## config.mk

```make
export PLATFORM = sky130hd
export DESIGN_NAME = elevator_scheduler_flat
export DESIGN_NICKNAME = d
export VERILOG_FILES = /design/src/rtl/elevator_scheduler_if.sv /design/src/rtl/elevator_scheduler.sv /design/src/flat_wrapper.sv
export SDC_FILE = /design/constraint.sdc
export NUM_CORES = 1
export LEC_CHECK = 0
export ABC_AREA = 1
export CORE_MARGIN = 2
export CORE_UTILIZATION = 40
export DETAILED_ROUTE_END_ITERATION = 10
export PLACE_DENSITY_LB_ADDON = 0.1
export SLEW_MARGIN = 20
export SYNTH_ARGS = -nofsm -noshare
export SYNTH_HDL_FRONTEND = slang
export SYNTH_SLANG_ARGS = --single-unit
```

## constraint.sdc

```tcl
create_clock -name i_clk -period 3.3 [get_ports i_clk]
set_input_delay 0.66 -clock i_clk [delete_from_list [all_inputs] [get_ports i_clk]]
set_output_delay 0.66 -clock i_clk [all_outputs]
set_load 0.05 [all_outputs]
```

## src/rtl/elevator_scheduler_if.sv

```systemverilog
// Call-button / car-status bundle between the elevator scheduler and its user.
// ELEV_FIRE_RECALL_EN adds the fire-service input and recall indication.
interface elevator_scheduler_if;
   logic [3:1] i_p;      // floor buttons, active-low
   logic [3:1] o_floor;  // one-hot car position
   logic       o_door;
   logic       o_up;
   logic       o_dn;
   logic [3:1] o_calls;
   logic       o_busy;
`ifdef ELEV_FIRE_RECALL_EN
   logic       i_fire;
   logic       o_recall;
`endif

   modport master (
`ifdef ELEV_FIRE_RECALL_EN
      output i_fire,
      input  o_recall,
`endif
      output i_p,
      input  o_floor, o_door, o_up, o_dn, o_calls, o_busy
   );

   modport slave (
`ifdef ELEV_FIRE_RECALL_EN
      input  i_fire,
      output o_recall,
`endif
      input  i_p,
      output o_floor, o_door, o_up, o_dn, o_calls, o_busy
   );
endinterface

```

## src/rtl/elevator_scheduler.sv

```systemverilog
// Collective scheduler for a 3-floor car: latches calls, times travel and door dwell.
// Optional fire-service recall to floor 1 is enabled by defining ELEV_FIRE_RECALL_EN.
module elevator_scheduler #(
   parameter int TRAVEL_CYC = 8,
   parameter int DOOR_CYC   = 6,
   parameter int CNT_W      = 8
) (
   input  logic                 i_clk,
   input  logic                 i_clr,
   elevator_scheduler_if.slave  io_bus
);

   typedef enum logic [1:0] {ST_IDLE, ST_DOOR, ST_MOVE} state_t;

   localparam logic [CNT_W-1:0] TRAVEL_LAST = CNT_W'(TRAVEL_CYC - 1);
   localparam logic [CNT_W-1:0] DOOR_LAST   = CNT_W'(DOOR_CYC - 1);

   state_t           r_state,  w_state_nx;
   logic [3:1]       r_floor,  w_floor_nx;
   logic [3:1]       r_calls,  w_calls_nx;
   logic [CNT_W-1:0] r_cnt,    w_cnt_nx;
   logic             r_dir_up, w_dir_up_nx;

   logic [3:1] w_press_eff, w_calls_set, w_clear;
   logic [3:1] w_above, w_below, w_floor_step, w_above_new, w_below_new;
   logic       w_ahead_cur, w_behind_cur, w_ahead_new, w_stop_new, w_arrive;
   logic       w_fire_act;

   // Presses at the open-door floor are dropped; a press lands in the same edge's decision on arrival.
   assign w_press_eff  = ~io_bus.i_p & ((r_state == ST_DOOR) ? ~r_floor : 3'b111);
   assign w_calls_set  = r_calls | w_press_eff;

   assign w_above      = {r_floor[1] | r_floor[2], r_floor[1], 1'b0};
   assign w_below      = {1'b0, r_floor[3], r_floor[2] | r_floor[3]};
   assign w_ahead_cur  = |(r_calls & (r_dir_up ? w_above : w_below));
   assign w_behind_cur = |(r_calls & (r_dir_up ? w_below : w_above));

   assign w_floor_step = r_dir_up ? {r_floor[2:1], 1'b0} : {1'b0, r_floor[3:2]};
   assign w_above_new  = {w_floor_step[1] | w_floor_step[2], w_floor_step[1], 1'b0};
   assign w_below_new  = {1'b0, w_floor_step[3], w_floor_step[2] | w_floor_step[3]};
   assign w_ahead_new  = |(w_calls_set & (r_dir_up ? w_above_new : w_below_new));
   assign w_stop_new   = |(w_calls_set & w_floor_step);
   assign w_arrive     = (r_state == ST_MOVE) && (r_cnt == TRAVEL_LAST);

`ifdef ELEV_FIRE_RECALL_EN
   logic r_recall, w_recall_nx;
   assign w_fire_act      = io_bus.i_fire | r_recall;
   assign io_bus.o_recall = r_recall;
`else
   assign w_fire_act = 1'b0;
`endif

   always_comb begin
      // NOTE: every signal written here gets a default first, so no path can infer a latch.
      w_state_nx  = r_state;
      w_floor_nx  = r_floor;
      w_cnt_nx    = r_cnt;
      w_dir_up_nx = r_dir_up;
      w_clear     = 3'b000;

      case (r_state)
         ST_IDLE: begin
            w_cnt_nx = '0;
            if (|(r_calls & r_floor)) begin
               w_state_nx = ST_DOOR;
               w_clear    = r_floor;
            end else if (w_ahead_cur) begin
               w_state_nx = ST_MOVE;
            end else if (w_behind_cur) begin
               w_dir_up_nx = ~r_dir_up;
               w_state_nx  = ST_MOVE;
            end
         end
         ST_MOVE: begin
            if (w_arrive) begin
               w_floor_nx = w_floor_step;
               w_cnt_nx   = '0;
               if (w_stop_new) begin
                  w_state_nx = ST_DOOR;
                  w_clear    = w_floor_step;
               end else if (!w_ahead_new) begin
                  w_state_nx = ST_IDLE;
               end
            end else begin
               w_cnt_nx = r_cnt + 1'b1;
            end
         end
         ST_DOOR: begin
            if (r_cnt == DOOR_LAST) begin
               w_state_nx = ST_IDLE;
               w_cnt_nx   = '0;
            end else begin
               w_cnt_nx = r_cnt + 1'b1;
            end
         end
         default: begin
            w_state_nx = ST_IDLE;
            w_cnt_nx   = '0;
         end
      endcase

      // Clear wins over a same-edge set of the same bit.
      w_calls_nx = w_calls_set & ~w_clear;

`ifdef ELEV_FIRE_RECALL_EN
      w_recall_nx = io_bus.i_fire | (r_recall & ~((r_state == ST_DOOR) & r_floor[1]));
      if (w_fire_act) begin
         // Recall overrides the normal schedule: head for floor 1 and hold the door there.
         w_calls_nx = 3'b000;
         case (r_state)
            ST_MOVE: begin
               if (w_arrive) begin
                  w_floor_nx  = w_floor_step;
                  w_cnt_nx    = '0;
                  w_dir_up_nx = 1'b0;
                  w_state_nx  = w_floor_step[1] ? ST_DOOR : ST_MOVE;
               end else begin
                  w_cnt_nx   = r_cnt + 1'b1;
                  w_state_nx = ST_MOVE;
               end
            end
            ST_DOOR: begin
               w_cnt_nx   = '0;
               w_state_nx = (r_floor[1] && io_bus.i_fire) ? ST_DOOR : ST_IDLE;
            end
            default: begin
               w_cnt_nx    = '0;
               w_dir_up_nx = 1'b0;
               w_state_nx  = r_floor[1] ? ST_DOOR : ST_MOVE;
            end
         endcase
      end
`endif
   end

   // NOTE: sequential state uses non-blocking assignments so every register samples pre-edge values.
   always_ff @(posedge i_clk) begin
      if (i_clr) begin
         r_state  <= ST_IDLE;
         r_floor  <= 3'b001;
         r_calls  <= 3'b000;
         r_cnt    <= '0;
         r_dir_up <= 1'b1;
`ifdef ELEV_FIRE_RECALL_EN
         r_recall <= 1'b0;
`endif
      end else begin
         r_state  <= w_state_nx;
         r_floor  <= w_floor_nx;
         r_calls  <= w_calls_nx;
         r_cnt    <= w_cnt_nx;
         r_dir_up <= w_dir_up_nx;
`ifdef ELEV_FIRE_RECALL_EN
         r_recall <= w_recall_nx;
`endif
      end
   end

   assign io_bus.o_floor = r_floor;
   assign io_bus.o_door  = (r_state == ST_DOOR);
   assign io_bus.o_up    = (r_state == ST_MOVE) &&  r_dir_up;
   assign io_bus.o_dn    = (r_state == ST_MOVE) && !r_dir_up;
   assign io_bus.o_calls = r_calls;
   assign io_bus.o_busy  = (r_state != ST_IDLE);

   // An arrival with no stop and nothing ahead should never happen outside recall.
   a_no_dead_arrival: assert property (@(posedge i_clk) disable iff (i_clr)
      !(w_arrive && !w_fire_act && !w_stop_new && !w_ahead_new));
   a_floor_onehot: assert property (@(posedge i_clk) disable iff (i_clr) $onehot(r_floor));

endmodule

```

## src/flat_wrapper.sv

```systemverilog
// flat-port wrapper written by rule: the top's interface ports become plain ports
module elevator_scheduler_flat 
#(
   parameter int TRAVEL_CYC = 8,
   parameter int DOOR_CYC   = 6,
   parameter int CNT_W      = 8
)
  (i_clk, i_clr, io_bus_i_p, io_bus_o_floor, io_bus_o_door, io_bus_o_up, io_bus_o_dn, io_bus_o_calls, io_bus_o_busy);
  elevator_scheduler_if io_bus_i ();
  input  logic i_clk;
  input  logic i_clr;
  input wire logic [$bits(io_bus_i.i_p)-1:0] io_bus_i_p;
  output wire logic [$bits(io_bus_i.o_floor)-1:0] io_bus_o_floor;
  output wire logic [$bits(io_bus_i.o_door)-1:0] io_bus_o_door;
  output wire logic [$bits(io_bus_i.o_up)-1:0] io_bus_o_up;
  output wire logic [$bits(io_bus_i.o_dn)-1:0] io_bus_o_dn;
  output wire logic [$bits(io_bus_i.o_calls)-1:0] io_bus_o_calls;
  output wire logic [$bits(io_bus_i.o_busy)-1:0] io_bus_o_busy;
  assign io_bus_i.i_p = io_bus_i_p;
  assign io_bus_o_floor = io_bus_i.o_floor;
  assign io_bus_o_door = io_bus_i.o_door;
  assign io_bus_o_up = io_bus_i.o_up;
  assign io_bus_o_dn = io_bus_i.o_dn;
  assign io_bus_o_calls = io_bus_i.o_calls;
  assign io_bus_o_busy = io_bus_i.o_busy;
  elevator_scheduler #(.TRAVEL_CYC(TRAVEL_CYC), .DOOR_CYC(DOOR_CYC), .CNT_W(CNT_W)) u_core (.i_clk(i_clk), .i_clr(i_clr), .io_bus(io_bus_i));
endmodule
```

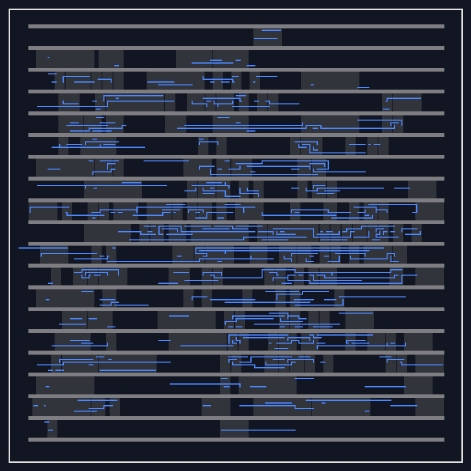
Fig. 1. Metal 1.
Drawn at 8 px/um. Supply wires on this layer in gray.
main direction: horizontal
share of all routed wire: 46%
nets with wire on the layer: 160
wire length on this layer: 1,060 um
via total after detailed routing: 1,007
met1 track utilization from global routing: 18.9%

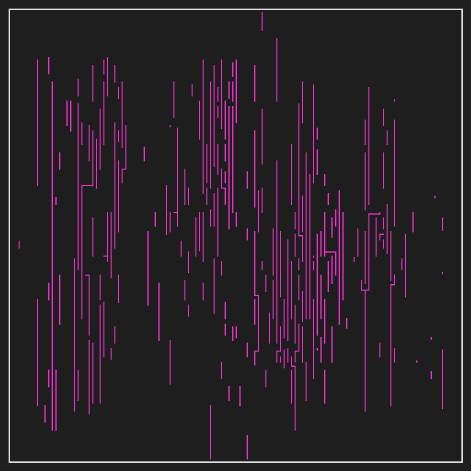
Fig. 2. The metal 2 layer.
Drawn at 8 px/um.
main direction: vertical
longest straight run: 43.5 um
nets with wire on the layer: 150
wire length on this layer: 1,130 um
share of all routed wire: 49%
Total Wirelength: 2300 um
GR Layer Usage met2: 28.1%

==> results.yml <==
# physical design summary
synthesis:
  syn-instance-count: 161
  ys_cells: 161
  yosys.area_share.adder_pct: 5.69
  synth_cell_type_count: 30
  synth.cellmix.xorXnorShare_pct: 3.98
  synth-seq-area-share_pct: 30.9
  synth.yosys.warnings: 0
  synth-simple-area-share_pct: 40.6
  synth-edff-count: 0
  synth-area-yosys_um2: 1100
  ys_seq_elements: 17
  postSynth.asyncResetShare_pct: 0
  yosys-dominant-comb-family: "simple AND/OR/NAND/NOR gates"
  synth-main-ff-cell: "sky130_fd_sc_hd__dfxtp_1"
  synthTopCellsByCount: "40 x sky130_fd_sc_hd__nand2_1, 24 x sky130_fd_sc_hd__inv_1, 23 x sky130_fd_sc_hd__nor2_1"
cells_and_area:
  nNetsFinal: 189
  buffer_area_share_pct: 10.8
  logic_area_um2: 644
  area_share_clock_buf_inv_pct: 2.03
  layout_top_cells_excl_fill_tap: "40 x sky130_fd_sc_hd__nand2_1, 24 x sky130_fd_sc_hd__inv_1, 23 x sky130_fd_sc_hd__nor2_1, 17 x sky130_fd_sc_hd__dfxtp_1, 14 x sky130_fd_sc_hd__clkdlybuf4s50_1"
  final.clkbuf_count: 4
  synthToLayoutAreaGrowth_pct: 17.6
  layout.non_clock_inverters: 27
  largest_register: "u_core.r_cnt"
  drive_gt1_share_pct: 12.9
  antenna_cells_inserted: 0
  mostFrequentLayoutCell: "sky130_fd_sc_hd__nand2_1"
  comb_area_share_pct: 49.8
  n_all_buffers: 14
  sequential_cell_total: 17
routing:
  ant_nets: 0
  initial_drt_markers: 32
  routed-wl-met2_um: 1130
  number_of_vias_per_cell_after_detailed_routing: 4.82
  dr.max_layer_used: "met4"
  dr.pass1.iters: 4
  drcViolationCount: 0
setup_path:
  startpoint_to_endpoint_class_of_the_critical_path: "flip-flop to output pin"
  endpoint_kind: "output pin"
  worst_reg_to_reg_setup_slack_ns: 1.60
  data_required_time_at_the_worst_endpoint_ns: 2.64
  crit-reg2reg-launch: "u_core.r_state[1]"
  timing.critical_path.max_delay_family: "buffers and inverters"
  r2r-end: "u_core.r_state[0]"
  critPathCapture: "io_bus_o_dn"
  crit_slowest_cell: "sky130_fd_sc_hd__clkdlybuf4s50_1"
  critical_path_cell_count: 5
  worst-path-max-fanout: 6
  startpoint_type: "flip-flop"
clock_tree:
  cts.hold.buffers_added: 0
  maximum_clock_path_buffer_count: 2
  ctsRootBufferMaster: "sky130_fd_sc_hd__clkbuf_4"
  cts_tree: "built"
power_and_ir_drop:
  clk-power_uw: 108
  power_frac_clock_pct: 14.1
  powerSeq_uw: 246
  switch_share_pct: 46.0
  p_switching_uw: 352
  p_seq_share_pct: 32.2
  internal_dissipation_uw: 412
  cellLeakagePower_uw: 0.000563
  power.combinational.total_uw: 410
  maxPowerGroup: "combinational logic"
place:
  dp.cells: 205
  placement.cell_area_um2: 1270
  detailed_place_hpwl_um: 1880
floorplanning:
  coreArea_um2: 2690
  rows: 19
  die-height_um: 56.4
  fp-utilization_pct: 40.9
  pin_count: 15
  die_w_um: 56.4
run_status:
  outcome: "finished, final reports clean"
global_route:
  globalRouteMet3Util_pct: 3.23
  grt_start_max_net_pins: 10
  grt_use_total_pct: 16.1
  grt_antenna_before_repair: 0
  vias_in_the_first_global_route: 912
  first_pass_grt_wire_length_um: 3950
  global_route.peak_usage_layer: "met2"
final_timing:
  final.setup.tns_ns: 0
  transition_at_the_pin_with_the_smallest_max_transition_slack_ns: 0.494
  min_period_ns: 2.70
  unrepaired_setup_endpoints_after_global_routing: "no"
  final-max-slew-violation-count: 0
  achievable-frequency_mhz: 371
  max-slew-margin-rel_pct: 67.0
  final_hold_viol_count: 0
  final_skew_ns: 0.00900
run:
  cap_violations: 0
  stage_log_warnings: 29
min_path:
  worst_hold_path.num_cells: 1
  hold_path_end: "u_core.r_cnt[0]"
  hold_path_class: "flip-flop to flip-flop"
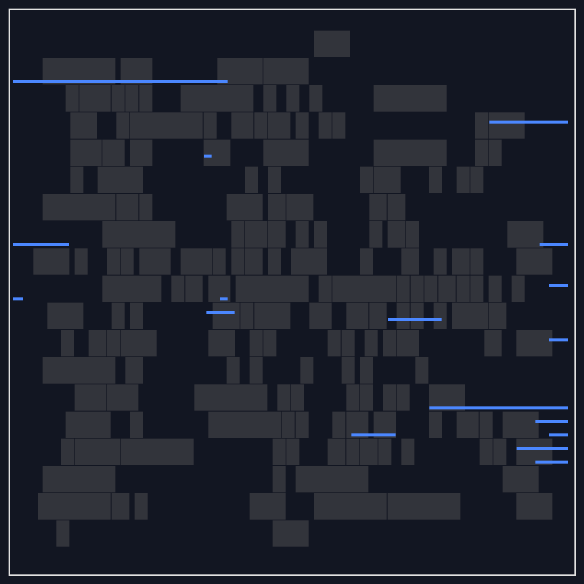
Fig. 3. M3 wires.
Drawn at 10 px/um.
share of all routed wire: 3.4%
longest straight run: 21.2 um
main direction: horizontal

==> cell families after synthesis <==
| group | Yosys count |
|---|---|
| compound gates | 15 |
| buf+inv | 28 |
| fa+ha+maj | 5 |
| flops | 17 |
| simple gates | 91 |
| xor+xnor | 5 |
==> metrics by stage <==
stage / util, % / total power [uW] / setup slack, ns / hold slack, ns
2_1_floorplan: - / 556 / 1.26 / 0.433
3_3_place_gp: 47.2 / 657 / 0.952 / 0.454
3_5_place_dp: 47.2 / 665 / 0.922 / 0.453
4_1_cts: 48.2 / 777 / 0.586 / 0.477
5_1_grt: 48.2 / 821 / 0.488 / 0.501
6_report: 48.2 / 763 / 0.601 / 0.473
Power figures rest on the tool's default switching activity, not on a simulated workload.
